==> images/zoom.png <==
Window x 22 to 62, y 22 to 62 µm. Cells in grey, sequential cells in the stronger grey; small squares are vias.
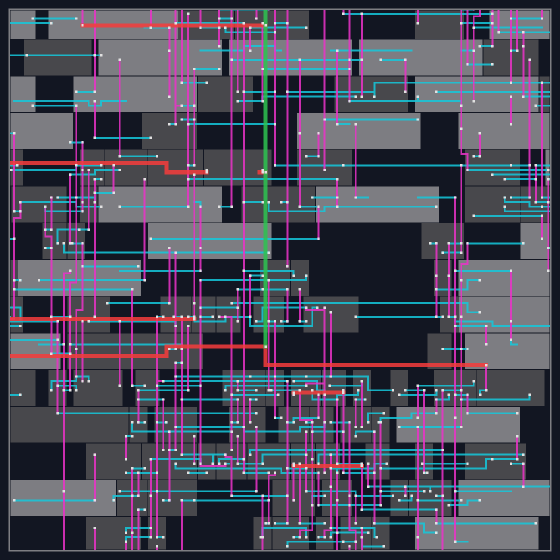
==> images/pins.png <==
Drawn at 6 px/µm. Pins as bars across the die edge, other pins in grey.
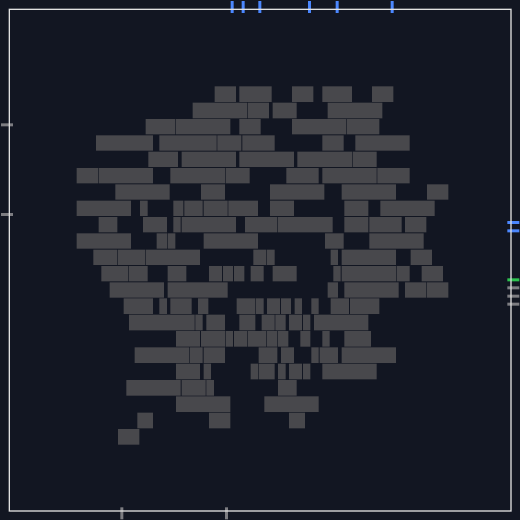
==> images/metal_stack.png <==
Drawn at 4 px/µm. Two of the layers only.
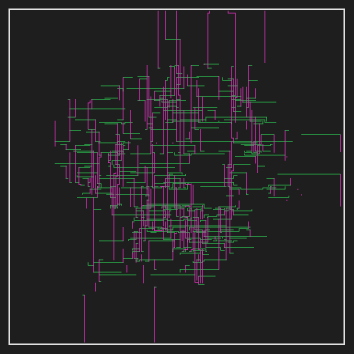
==> images/final_placement.png <==
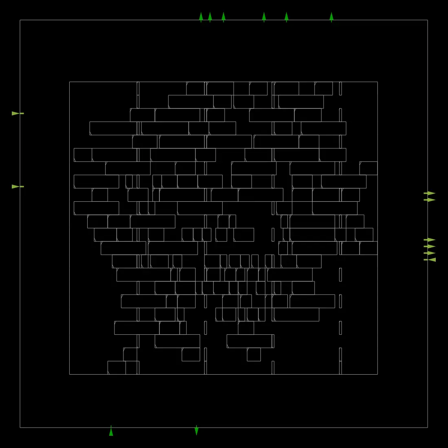
==> images/met2.png <==
Drawn at 4 px/µm. Cells faint in the background.
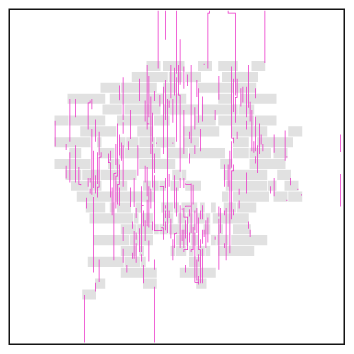
--- src/rtl/uart_pkg.sv ---
// Shared definitions for the UART receive/transmit path.
// Contents:
//   DATA_BITS      - payload bits per frame (8N1)
//   rx_state_e     - receiver FSM states
//   calc_tick_div  - clocks per oversample tick; returns 0 when the rate is unreachable
package uart_pkg;

  localparam int unsigned DATA_BITS = 8;

  typedef enum logic [2:0] {
    StIdle,
    StStart,
    StData,
    StStop,
    StWaitHigh
  } rx_state_e;

  // Integer division truncates; a result of 0 means the clock is too slow for the
  // requested baud/oversample combination and the caller must reject it.
  function automatic int unsigned calc_tick_div(input int unsigned clk_freq,
                                                input int unsigned baud,
                                                input int unsigned oversample);
    int unsigned denom;
    denom = baud * oversample;
    if (denom == 0) begin
      return 0;
    end
    return clk_freq / denom;
  endfunction

endpackage

--- src/rtl/uart_baud_tick.sv ---
// Free-running tick generator: counts 0..DIV-1 and pulses tick_o for one clock when the
// counter reaches DIV-1. With DIV == 1 the tick is high on every clock.
// Ports:
//   clk_i   - system clock
//   rst_ni  - asynchronous active-low reset (counter to 0)
//   tick_o  - one-clock tick pulse
module uart_baud_tick #(
  parameter int unsigned DIV = 4
) (
  input  logic clk_i,
  input  logic rst_ni,
  output logic tick_o
);

  localparam int unsigned CntW = (DIV > 1) ? $clog2(DIV) : 1;
  localparam logic [CntW-1:0] CntLast = CntW'(DIV - 1);

  logic [CntW-1:0] cnt_q;

  always_ff @(posedge clk_i or negedge rst_ni) begin
    if (!rst_ni) begin
      cnt_q <= '0;
    end else if (cnt_q == CntLast) begin
      cnt_q <= '0;
    end else begin
      cnt_q <= cnt_q + 1'b1;
    end
  end

  assign tick_o = (cnt_q == CntLast);

endmodule

--- src/rtl/uart_rx_os.sv ---
// Oversampling 8N1 UART receiver with an AXI-Stream master output.
// The line is synchronised, the start bit is re-checked at mid-bit, data bits are
// sampled LSB first every OVERSAMPLE ticks, and each good byte lands in a one-entry
// holding register behind tvalid/tready. Backpressure never stalls sampling.
// Ports:
//   clk_i            - system clock
//   rst_ni           - asynchronous active-low reset
//   uart_rx_i        - asynchronous serial input, idle high
//   m_axis_tdata_o   - received byte
//   m_axis_tvalid_o  - byte available
//   m_axis_tready_i  - downstream accepts byte
//   frame_err_o      - one-cycle pulse: stop bit sampled low
//   overrun_o        - one-cycle pulse: byte dropped, holding register full
//   busy_o           - FSM not idle
module uart_rx_os
  import uart_pkg::*;
#(
  parameter int unsigned CLK_FREQ   = 18432000,
  parameter int unsigned BAUD       = 115200,
  parameter int unsigned OVERSAMPLE = 16
) (
  input  logic                 clk_i,
  input  logic                 rst_ni,
  input  logic                 uart_rx_i,
  output logic [DATA_BITS-1:0] m_axis_tdata_o,
  output logic                 m_axis_tvalid_o,
  input  logic                 m_axis_tready_i,
  output logic                 frame_err_o,
  output logic                 overrun_o,
  output logic                 busy_o
);

  localparam int unsigned TICK_DIV = calc_tick_div(CLK_FREQ, BAUD, OVERSAMPLE);
  localparam int unsigned ScW      = $clog2(OVERSAMPLE);
  localparam logic [ScW-1:0] ScMid  = ScW'(OVERSAMPLE / 2 - 1);
  localparam logic [ScW-1:0] ScLast = ScW'(OVERSAMPLE - 1);
  localparam logic [2:0]     BcLast = 3'(DATA_BITS - 1);

  generate
    if (TICK_DIV < 1) begin : g_bad_div
      $error("uart_rx_os: CLK_FREQ too low for BAUD*OVERSAMPLE");
    end
    if ((OVERSAMPLE < 4) || (OVERSAMPLE % 2 != 0)) begin : g_bad_os
      $error("uart_rx_os: OVERSAMPLE must be even and >= 4");
    end
  endgenerate

  logic tick;

  uart_baud_tick #(
    .DIV (TICK_DIV)
  ) u_baud_tick (
    .clk_i  (clk_i),
    .rst_ni (rst_ni),
    .tick_o (tick)
  );

  // Two-flop synchroniser; resets to the idle line level.
  logic rx_meta_q, rx_s_q;

  always_ff @(posedge clk_i or negedge rst_ni) begin
    if (!rst_ni) begin
      rx_meta_q <= 1'b1;
      rx_s_q    <= 1'b1;
    end else begin
      rx_meta_q <= uart_rx_i;
      rx_s_q    <= rx_meta_q;
    end
  end

  rx_state_e            state_q;
  logic [ScW-1:0]       sc_q;
  logic [2:0]           bc_q;
  logic [DATA_BITS-1:0] shreg_q;
  logic [DATA_BITS-1:0] tdata_q;
  logic                 tvalid_q;
  logic                 frame_err_q;
  logic                 overrun_q;

  always_ff @(posedge clk_i or negedge rst_ni) begin
    if (!rst_ni) begin
      state_q     <= StIdle;
      sc_q        <= '0;
      bc_q        <= '0;
      shreg_q     <= '0;
      tdata_q     <= '0;
      tvalid_q    <= 1'b0;
      frame_err_q <= 1'b0;
      overrun_q   <= 1'b0;
    end else begin
      frame_err_q <= 1'b0;
      overrun_q   <= 1'b0;
      // A handshake empties the holding register unless a delivery below refills it.
      if (tvalid_q && m_axis_tready_i) begin
        tvalid_q <= 1'b0;
      end
      if (tick) begin
        unique case (state_q)
          StIdle: begin
            if (!rx_s_q) begin
              state_q <= StStart;
              sc_q    <= '0;
            end
          end
          StStart: begin
            if (sc_q == ScMid) begin
              if (!rx_s_q) begin
                state_q <= StData;
                sc_q    <= '0;
                bc_q    <= '0;
              end else begin
                state_q <= StIdle;
              end
            end else begin
              sc_q <= sc_q + 1'b1;
            end
          end
          StData: begin
            if (sc_q == ScLast) begin
              shreg_q <= {rx_s_q, shreg_q[DATA_BITS-1:1]};
              sc_q    <= '0;
              bc_q    <= bc_q + 1'b1;
              if (bc_q == BcLast) begin
                state_q <= StStop;
              end
            end else begin
              sc_q <= sc_q + 1'b1;
            end
          end
          StStop: begin
            if (sc_q == ScLast) begin
              sc_q <= '0;
              if (rx_s_q) begin
                state_q <= StIdle;
                if (!tvalid_q || m_axis_tready_i) begin
                  tdata_q  <= shreg_q;
                  tvalid_q <= 1'b1;
                end else begin
                  overrun_q <= 1'b1;
                end
              end else begin
                frame_err_q <= 1'b1;
                state_q     <= StWaitHigh;
              end
            end else begin
              sc_q <= sc_q + 1'b1;
            end
          end
          StWaitHigh: begin
            // Break condition: hold here so a long low produces only one error pulse.
            if (rx_s_q) begin
              state_q <= StIdle;
            end
          end
          default: state_q <= StIdle;
        endcase
      end
    end
  end

  assign m_axis_tdata_o  = tdata_q;
  assign m_axis_tvalid_o = tvalid_q;
  assign frame_err_o     = frame_err_q;
  assign overrun_o       = overrun_q;
  assign busy_o          = (state_q != StIdle);

endmodule
--- config.mk ---
export PLATFORM = sky130hd
export DESIGN_NAME = uart_rx_os
export DESIGN_NICKNAME = d
export VERILOG_FILES = /design/src/rtl/uart_pkg.sv /design/src/rtl/uart_baud_tick.sv /design/src/rtl/uart_rx_os.sv
export SDC_FILE = /design/constraint.sdc
export NUM_CORES = 1
export LEC_CHECK = 0
export CAP_MARGIN = 10
export CORE_MARGIN = 10
export CORE_UTILIZATION = 40
export CTS_CLUSTER_SIZE = 16
export DETAILED_ROUTE_END_ITERATION = 12
export HOLD_SLACK_MARGIN = 0.08
export PLACE_DENSITY = 0.69
export SLEW_MARGIN = 20
export SYNTH_ARGS = -nofsm -noshare
export SYNTH_HDL_FRONTEND = slang
export SYNTH_SLANG_ARGS = --single-unit
export TNS_END_PERCENT = 30
--- constraint.sdc ---
create_clock -name clk_i -period 2.8 [get_ports clk_i]
set_input_delay 0.56 -clock clk_i [delete_from_list [all_inputs] [get_ports clk_i]]
set_output_delay 0.56 -clock clk_i [all_outputs]
set_load 0.005 [all_outputs]
==> metrics.csv <==
stage,metric,value,unit
synthesis,Post-Syn Instances,125,
flow_run,max_cap viols,0,
synthesis,yosys stat chip area,1610,µm²
synthesis,Post-synth EDFFs,0,
final_layout,synthesis-to-finish area growth,18.6,%
placed_design,DP HPWL,2000,µm
die,IO Pins,16,
power_and_ir_drop,Peak VDD IR,0.320,mV
final_timing,Max-slew headroom,0.642,
power_and_ir_drop,pwr/cell area,615,nW/µm²
synthesis,Unique cell types,37,
synthesis,ys flops,35,
setup_path,CP Launch Type,register,
global_routing,total congestion overflow,0,
global_routing,first-pass GRT wire length,4870,µm
placed_design,Area after DPL,1790,µm²
global_routing,vias in the first global route,1003,
synthesis,Ys Warns,0,
final_timing,cycle use final,0.809,
final_layout,Final nets,150,
power_and_ir_drop,Lkg Pwr,0.000924,µW
synthesis,Yosys Instances,125,
final_layout,Final Cell Area,1910,µm²
final_layout,antenna cells,0,
die,FP Util,0.426,
final_timing,Final setup viols,0,
clock_network,"Hold-fix buffers, CTS",0,
synthesis,Dominant flop cell,dfrtp_1,
flow_run,OpenROAD warning count,26,
final_timing,setup ws final,0.536,ns
clock_network,TritonCTS buffer count,5,
setup_path,CP Capture Type,register,
synthesis,Syn Area/Cell,12.9,µm²
setup_path,Worst EP arrival,2.43,ns
min_path,Hold Path Class,register to register,
placed_design,DP Worst Slack,0.562,ns
final_timing,Final Hold Vio Count,0,
drt,Routed Antenna Nets,0,
clock_network,Worst-path clk slew,0.06,ns
final_timing,Fmax achieved,442,MHz
clock_network,H-tree depth,2,
final_timing,final setup TNS,0,ns
clock_network,clk sinks,35,
clock_network,PostCTS Resize Cnt,0,
clock_network,maximum clock path buffer count,2,
setup_path,crit path DRT,2.97,ns
final_timing,Final Max Slew Viols,0,
status,status,finished clean,
global_routing,pin count of the biggest net entering global routing,36,
final_layout,Commonest Layout Cell,dfrtp_1,
final_layout,most frequent logic cells in the routed design,"dfrtp_1, clkdlybuf4s50_1, mux2_2, inv_1, mux2_4",
die,DIE AREA,6950,µm²
## Picture notes: zoom.png
| layer | colour |
|---|---|
| met3 | red |
| met4 | green |
| met2 | magenta |
| met1 | cyan |
cells with their middle in the window: 96
most frequent: dfrtp_1 (19), mux2_2 (11), inv_1 (8)
netlist names of flops here include: `shreg_q` (5), `m_axis_tdata_o` (4), `sc_q` (3)
sequential cells in the window: 20

## Picture notes: pins.png
| port | colour | pins | direction | edge |
|---|---|---|---|---|
| `frame_err_o` | green | 1 | output | east |
| `m_axis_tdata_o` | blue | 8 | output | 6 north, 2 east |
all pins by edge: 6 east, 6 north, 2 south, 2 west
Die Y: 83.4 µm
chip width: 83.4 µm
PortBufs: 15

## Picture notes: metal_stack.png
| layer | colour | wire length |
|---|---|---|
| met2 | magenta | 1300 µm |
| met1 | green | 1200 µm |
Total Wirelength: 2730 µm
Total GRT Usage: 0.0862
routed length per instance: 14.2 µm

## Picture notes: final_placement.png
Well-Tap Cells: 48
CORE AREA: 3770 µm²
Layout Utilization: 0.505
Rows: 22

## Picture notes: met2.png
longest straight run: 33.3 µm
share of all routed wire: 48%
nets with wire on the layer: 130
wire length on this layer: 1300 µm
main direction: vertical
M2 GR Usage: 0.126
Via Count: 992

[metal layers]
metal / vias to the layer above / wire length (µm) / GRT usage
met5: - / 0 / 0
met4: 0 / 46 / 0.0369
met3: 6 / 182 / 0.0488
met2: 19 / 1300 / 0.126
met1: 491 / 1200 / 0.0999
li1: 476 / - / -
[path summary, 6_finish.rpt]
| kind | from | to | slack, ns | cells past startpoint |
|---|---|---|---|---|
| max | sc_q[0] | m_axis_tdata_o[4] | 0.54 | 5 |
| min | rx_meta_q | rx_s_q | 0.36 | 0 |
| max in group asynchronous | rst_ni | rx_s_q | 1.79 | 2 |
| max reg2reg | sc_q[0] | m_axis_tdata_o[4] | 0.54 | 5 |
| min reg2reg | rx_meta_q | rx_s_q | 0.36 | 0 |
| min in group asynchronous | rst_ni | u_baud_tick.cnt_q[3] | 0.67 | 2 |
[where the power goes]
part | internal, µW | switching (µW)
registers | 527 | 32.5
clock network | 288 | 174
logic | 75.7 | 74.5
total | 891 | 281
[final cells by class]
type / count / area, µm²
Clock inverter: 2 / 35.0
Timing Repair Buffer: 16 / 158
Clock buffer: 6 / 82.6
Inverter: 8 / 30.0
Tap cell: 48 / 60.1
Multi-Input combinational cell: 77 / 662
Fill cell: 317 / 1870
Sequential cell: 35 / 878
[kinds of logic after synthesis]
family          share of synthesized area
xor+xnor                           0.0164
mux                                 0.176
compound gates                     0.0833
fa+ha+maj                          0.0234
flops                               0.547
simple gates                        0.113
buf+inv                            0.0413
[worst max-delay path: stages (launching register included)]
cell and delay (ns):
dfrtp_1 0.40, ha_1 0.27, nand3_1 0.16, or4_4 0.56, nor2b_2 0.37, mux2_2 0.39
[state kept, by name, indices dropped and copies added, names as in the netlist]
signal,count
state_q,3
sc_q,4
u_baud_tick.cnt_q,4
frame_err_o,1
shreg_q,8
bc_q,3
rx_s_q,1
overrun_o,1
m_axis_tvalid_o,1
m_axis_tdata_o,8
rx_meta_q,1
[through the flow]
step / total power [µW] / hold WS (ns) / util / std cells
finish: 1170 / 0.356 / 0.505 / 192
global route: 1240 / 0.361 / 0.505 / 192
CTS: 1190 / 0.357 / 0.505 / 192
detailed placement: 720 / 0.348 / 0.474 / 184
global placement: 716 / 0.346 / 0.474 / 184
floorplan: 675 / 0.264 / - / 125
[cells in the mapped netlist (3+ instances only)]
library cell   n  area (µm²)
nand2_1        6        22.5
nand2b_1       3        18.8
a21oi_1        3        15.0
mux2_4         7         105
ha_1           3        37.5
nor3_1         3        15.0
a22o_1         5        43.8
nor2_1         6        22.5
mux2_2        14         158
dfrtp_1       33         826
inv_1          8        30.0
Power is estimated from default activity; no workload was simulated.
